--- config.mk ---
export PLATFORM = sky130hd
export DESIGN_NAME = dmem_access_unit
export DESIGN_NICKNAME = d
export VERILOG_FILES = /design/src/rtl/dmem_access_unit.sv
export SDC_FILE = /design/constraint.sdc
export NUM_CORES = 1
export LEC_CHECK = 0
export CORE_ASPECT_RATIO = 0.6
export CORE_MARGIN = 10
export CORE_UTILIZATION = 45
export CTS_CLUSTER_SIZE = 40
export DETAILED_ROUTE_END_ITERATION = 8
export PLACE_DENSITY = 0.89
export SYNTH_ARGS = -nofsm -noshare
export SYNTH_HDL_FRONTEND = slang
export SYNTH_SLANG_ARGS = --single-unit
--- constraint.sdc ---
create_clock -name CLK -period 6.7 [get_ports CLK]
set_clock_uncertainty 0.1 [all_clocks]
set_input_delay 2.01 -clock CLK [delete_from_list [all_inputs] [get_ports CLK]]
set_output_delay 2.01 -clock CLK [all_outputs]
set_load 0.01 [all_outputs]
--- src/rtl/dmem_access_unit.sv ---
// MEM-stage data memory access unit: req/ack handshake with data memory,
// store lane steering, load formatting and the global pipeline stall.
module dmem_access_unit #(
  parameter int TIMEOUT_CYCLES = 255
) (
  input  logic        CLK,
  input  logic        RESET,
  input  logic        READ_EN,
  input  logic        WRITE_EN,
  input  logic [2:0]  FUNC3,
  input  logic [31:0] ADDRESS,
  input  logic [31:0] WRITE_DATA,
  output logic [31:0] DATA_OUT,
  output logic        BUSYWAIT,
  output logic        MISALIGNED,
  output logic        BUS_ERROR,
  output logic        MEM_READ,
  output logic        MEM_WRITE,
  output logic [29:0] MEM_ADDRESS,
  output logic [31:0] MEM_WRITEDATA,
  output logic [3:0]  MEM_BYTE_EN,
  input  logic [31:0] MEM_READDATA,
  input  logic        MEM_ACK
);

  localparam logic [1:0] IDLE   = 2'd0;
  localparam logic [1:0] ACCESS = 2'd1;
  localparam logic [1:0] DONE   = 2'd2;

  localparam int CW =
    (TIMEOUT_CYCLES > 1) ? $clog2(TIMEOUT_CYCLES) : 1;
  localparam logic [CW-1:0] CNT_LAST = CW'(TIMEOUT_CYCLES - 1);

  logic [1:0]    state;
  logic [CW-1:0] cnt;
  logic [2:0]    f3_q;
  logic [1:0]    off_q;

  logic        req;
  logic        is_byte;
  logic        is_half;
  logic        is_word;
  logic        mis;
  logic        start;
  logic [3:0]  be_n;
  logic [31:0] wd_n;

  logic        q_byte;
  logic        q_half;
  logic        q_word;
  logic        sx;
  logic [31:0] rd_sh;
  logic [31:0] ld_n;

  assign req     = READ_EN | WRITE_EN;
  assign is_byte = ~FUNC3[1] & ~FUNC3[0];
  assign is_half = ~FUNC3[1] &  FUNC3[0];
  assign is_word =  FUNC3[1];

  assign mis = (is_half & ADDRESS[0]) |
               (is_word & (|ADDRESS[1:0]));

  assign MISALIGNED = req & mis;
  assign start      = (state == IDLE) & req & ~mis;
  assign BUSYWAIT   = start | (state == ACCESS);

  always_comb begin
    be_n = 4'b0000;
    wd_n = 32'h0;
    unique case (1'b1)
      is_byte: begin
        be_n = 4'b0001 << ADDRESS[1:0];
        wd_n = {4{WRITE_DATA[7:0]}};
      end
      is_half: begin
        be_n = ADDRESS[1] ? 4'b1100 : 4'b0011;
        wd_n = {2{WRITE_DATA[15:0]}};
      end
      is_word: begin
        be_n = 4'b1111;
        wd_n = WRITE_DATA;
      end
    endcase
  end

  // Load lane selection uses the access shape latched at request time.
  assign q_byte = ~f3_q[1] & ~f3_q[0];
  assign q_half = ~f3_q[1] &  f3_q[0];
  assign q_word =  f3_q[1];
  assign sx     = ~f3_q[2];
  assign rd_sh  = MEM_READDATA >> {off_q, 3'b000};

  always_comb begin
    ld_n = MEM_READDATA;
    unique case (1'b1)
      q_byte: ld_n = {{24{sx & rd_sh[7]}}, rd_sh[7:0]};
      q_half: ld_n = {{16{sx & rd_sh[15]}}, rd_sh[15:0]};
      q_word: ld_n = MEM_READDATA;
    endcase
  end

  always_ff @(posedge CLK or negedge RESET) begin
    if (!RESET) begin
      state         <= IDLE;
      cnt           <= '0;
      f3_q          <= 3'b000;
      off_q         <= 2'b00;
      DATA_OUT      <= 32'h0;
      BUS_ERROR     <= 1'b0;
      MEM_READ      <= 1'b0;
      MEM_WRITE     <= 1'b0;
      MEM_ADDRESS   <= 30'h0;
      MEM_WRITEDATA <= 32'h0;
      MEM_BYTE_EN   <= 4'b0000;
    end else begin
      BUS_ERROR <= 1'b0;
      unique case (state)
        IDLE: begin
          if (start) begin
            MEM_READ      <= READ_EN & ~WRITE_EN;
            MEM_WRITE     <= WRITE_EN;
            MEM_ADDRESS   <= ADDRESS[31:2];
            MEM_WRITEDATA <= wd_n;
            MEM_BYTE_EN   <= be_n;
            f3_q          <= FUNC3;
            off_q         <= ADDRESS[1:0];
            cnt           <= '0;
            state         <= ACCESS;
          end else if (req) begin
            DATA_OUT <= 32'h0;
          end
        end
        ACCESS: begin
          if (MEM_ACK) begin
            DATA_OUT  <= MEM_WRITE ? 32'h0 : ld_n;
            MEM_READ  <= 1'b0;
            MEM_WRITE <= 1'b0;
            state     <= DONE;
          end else if (cnt == CNT_LAST) begin
            DATA_OUT  <= 32'h0;
            BUS_ERROR <= 1'b1;
            MEM_READ  <= 1'b0;
            MEM_WRITE <= 1'b0;
            state     <= DONE;
          end else begin
            cnt <= cnt + CW'(1);
          end
        end
        DONE: state <= IDLE;
        default: state <= IDLE;
      endcase
    end
  end

endmodule
Fig. 1: run 1, placed standard cells
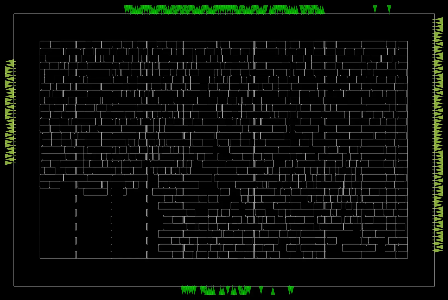
Core ar.: 12,000 um2
flop count: 116
Core Util, Final: 69.1%

Fig. 2: run 1, routed metal, one colour a layer
(2 px per um) Only two layers are drawn.
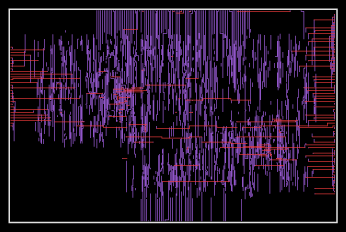
layer	colour	wire length
metal 3	red	1,480 um
metal 2	purple	8,960 um

==> out/metrics.cfg, run 1 <==
[finish]
comb_cells = 331
nonClockBufferCount = 210
reg.largest.list = DATA_OUT x32, MEM_WRITEDATA x32, MEM_ADDRESS x30
fillers = 849

[grt]
antenna_found_initial = 0
grtUsageTotal_pct = 20.6

[logic_synthesis]
fp_nets = 591
synth_area_um2 = 5530
edf_count = 0
ys_area_um2 = 5530
yosys-stat-cells = 485

[clock_network]
cts_setup_buffers = 0
clkSinkCount = 116

[pwr]
pwr-share-comb_pct = 38.4
p_seq_uw = 1160
top_power_group = combinational logic

[sta]
hold_slack_ns = 0.380

[place]
dp.final_hpwl_mm = 13.6

[floorplan]
die_x_um = 163

[critical_path]
end_kind = output pin
startpoint = ADDRESS[0]
r2r_start = off_q[0]
path_class = primary input to output pin

[run_status]
status = completed

Fig. 3: run 1, signal metal coverage by tile
(1.5 px per um) The die is cut into 33 by 21 equal tiles; dark purple is low, yellow is high, scaled to the fullest tile. Values are wire area over tile area, all layers added.
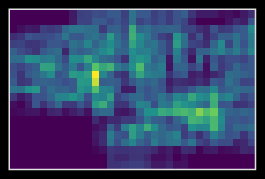
tiles over half the peak	7.5%
emptiest ninth of the die	south-west
fullest tile	0.71
densest ninth of the die	centre

[run 1: synth_stat cells (2+ instances only)]
library cell,number
nand4_1,3
or2_2,2
nand2b_1,7
a22o_1,8
o21ai_0,37
o211ai_1,10
mux2_2,35
xor2_1,3
buf_2,8
o31a_1,2
nor3_1,2
a32o_1,8
nor2b_1,3
o31ai_1,6
clkbuf_1,22
nand2_1,52
mux2_4,7
nor2_1,23
or3_1,3
o22ai_1,8
nand3_1,4
buf_6,2
ha_1,2
a21oi_1,13
mux2i_1,49
dfrtp_1,116
o2bb2ai_1,21
nor3b_1,3
inv_1,5
[run 1: placed cells by master, fill, tap and decap left out, types with 3 or more instances in the layout]
master             n
clkdlybuf4s50_1  205
mux2i_1           49
clkinv_2           3
clkbuf_16         17
a32o_1             8
o31ai_1            6
nand3_1            4
clkinv_4           4
o2bb2ai_1         21
a22o_1             8
mux2_4             7
inv_1              5
nand2b_1           7
nand2_1           52
o22ai_1            8
dfrtp_1          116
nor3b_1            3
xor2_1             3
nor2_1            23
a21oi_1           13
nor2b_1            3
o21ai_0           37
or3_1              3
mux2_2            35
nand4_1            3
buf_4              5
o211ai_1          10
bufinv_16          3
inv_6              4
[run 1: worst paths after layout]
path                                      to  slack (ns)  depth (start not counted)
max                                 BUSYWAIT        0.49                          5
min                        MEM_WRITEDATA[11]        0.38                          2
max in group asynchronous     MEM_ADDRESS[1]        3.71                          2
min reg2reg                MEM_WRITEDATA[11]        0.38                          2
max reg2reg                     DATA_OUT[22]        3.92                          4
min in group asynchronous     MEM_ADDRESS[7]        1.54                          1
[run 1: per-layer routing]
metal	up-vias	wire length (um)	track usage, %
met1	2354	7500	23.8
met5	-	0	0
met2	217	8960	34.9
met3	25	1480	6.55
met4	0	333	8.08
li1	2178	-	-
Fig. 4: run 1, close-up of the layout
Region (67, 38) to (97, 68) um. Cells in grey, sequential cells in the stronger grey; small squares are vias.
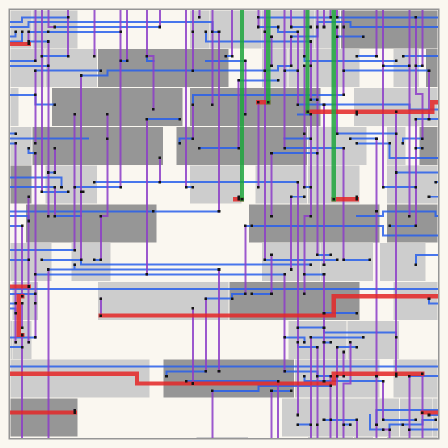

==> run 2: changes to the inputs <==
--- a/config.mk
+++ b/config.mk
@@ -8,6 +8,7 @@
 export CORE_ASPECT_RATIO = 0.6
 export CORE_MARGIN = 10
 export CORE_UTILIZATION = 45
+export CTS_BUF_LIST = sky130_fd_sc_hd__clkbuf_16
 export CTS_CLUSTER_SIZE = 40
 export DETAILED_ROUTE_END_ITERATION = 8
 export PLACE_DENSITY = 0.89
Fig. 5: run 2, close-up of the layout
Region (67, 38) to (97, 68) um. Cells in grey, sequential cells in the stronger grey; small squares are vias.
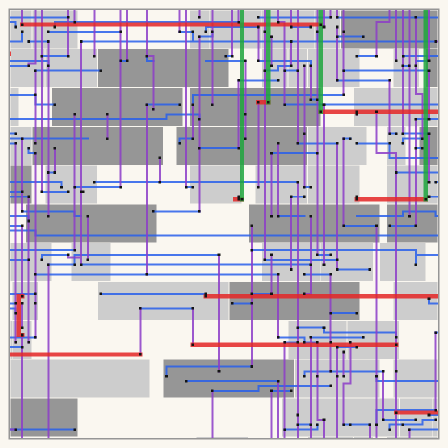
layer	colour
metal 4	green
metal 3	red
metal 2	purple
metal 1	blue
cells with their middle in the window	47
most frequent	dfrtp_1 (11), clkdlybuf4s50_1 (7)
netlist names of flops here include	`MEM_WRITEDATA` (4), `f3_q` (2), `off_q` (2)
sequential cells in the window	11

Fig. 6: run 2, gate families picked out
(2 px per um)
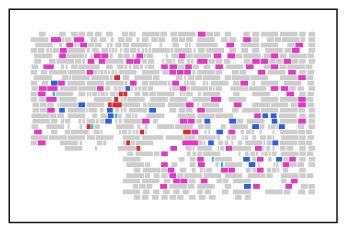
family	colour	cells
multiplexers	magenta	92
inverters	cyan	5
AND and OR gates	red	11
AND-OR and OR-AND gates	blue	22

==> out/metrics.cfg, run 2 <==
[critical_path]
end_kind = output pin  ; unchanged
r2r_end = DATA_OUT[22]  ; unchanged
r2r_cells = 4  ; unchanged
r2r_start = off_q[0]  ; unchanged
crit_cells = 5  ; unchanged
reg2reg_slack_ns = 3.93  ; was 3.92 ns
path_class = primary input to output pin  ; unchanged

[sta]
hold_slack_ns = 0.382  ; was 0.380 ns

[grt]
antenna_found_initial = 0  ; unchanged
grtUsageTotal_pct = 20.6  ; about the same

[logic_synthesis]
synth_area_um2 = 5530  ; unchanged
ys_area_um2 = 5530  ; unchanged
top_cell = dfrtp_1  ; unchanged

[finish]
fillers = 847  ; was 849
final_cell_mix = clkdlybuf4s50_1, dfrtp_1, nand2_1, mux2i_1, o21ai_0  ; unchanged
reg.largest.list = DATA_OUT x32, MEM_WRITEDATA x32, MEM_ADDRESS x30  ; unchanged
lay_top_count = clkdlybuf4s50_1  ; unchanged

[floorplan]
coreArea_um2 = 12000  ; unchanged

[run_status]
status = completed  ; unchanged

[place]
dp.final_hpwl_mm = 13.6  ; unchanged

[pwr]
pwr-share-comb_pct = 38.6  ; was 38.4%

## run 2: cell counts after synthesis
No cell type changed its count.
## run 2: logic make-up after synthesis
group           count (synthesis)  share of synthesized area [%]
buf+inv                        38                           3.10
mux                            92                           18.3
xor+xnor                        4                          0.633
compound gates                121                           15.4
simple gates                  112                           9.63
flops                         116                           52.5
fa+ha+maj                       2                          0.452
## run 2: how the worst max path moves through the flow
stage	from	slack, ns	endpoint
6_report	ADDRESS[0]	0.50	BUSYWAIT
2_1_floorplan	FUNC3[0]	1.22	BUSYWAIT
4_1_cts	ADDRESS[0]	0.55	BUSYWAIT
3_5_place_dp	ADDRESS[0]	0.58	BUSYWAIT
5_1_grt	ADDRESS[0]	0.44	BUSYWAIT
3_3_place_gp	ADDRESS[0]	0.61	BUSYWAIT
## run 2: stage by stage
stage	utilization, %	cell area [um2]	setup slack (ns)
5_1_grt	69.0	8290	0.438
3_3_place_gp	63.9	7690	0.609
6_report	69.0	8290	0.503
3_5_place_dp	63.9	7690	0.584
4_1_cts	69.0	8290	0.547
2_1_floorplan	-	5530	1.22
## run 2: final cells by class
cell class	instances	area share [%]
well taps	165	2.49
clock inverters	15	2.16
flip-flops and latches	116	35.0
multi-input cells	331	29.8
inverters	5	0.226
repair buffers	210	25.2
clock buffers	17	5.13
## run 2: per-layer routing
layer / vias to the layer above / GRT usage, % / part of all wire (%)
li1: 2179 / - / -
met1: 2383 / 24.0 / 41
met2: 225 / 35.1 / 49
met3: 25 / 6.43 / 7.9
met4: 0 / 7.88 / 1.8
met5: - / 0 / 0
## run 2: power by group through the flow
stage          logic [uW]  registers, uW  clock network [uW]
2_1_floorplan         528           1210                   0
3_3_place_gp         1280           1140                   0
3_5_place_dp         1320           1170                   0
4_1_cts              1330           1160                 935
5_1_grt              1410           1190                 971
6_report             1310           1160                 928
Power is estimated from default activity; no workload was simulated.
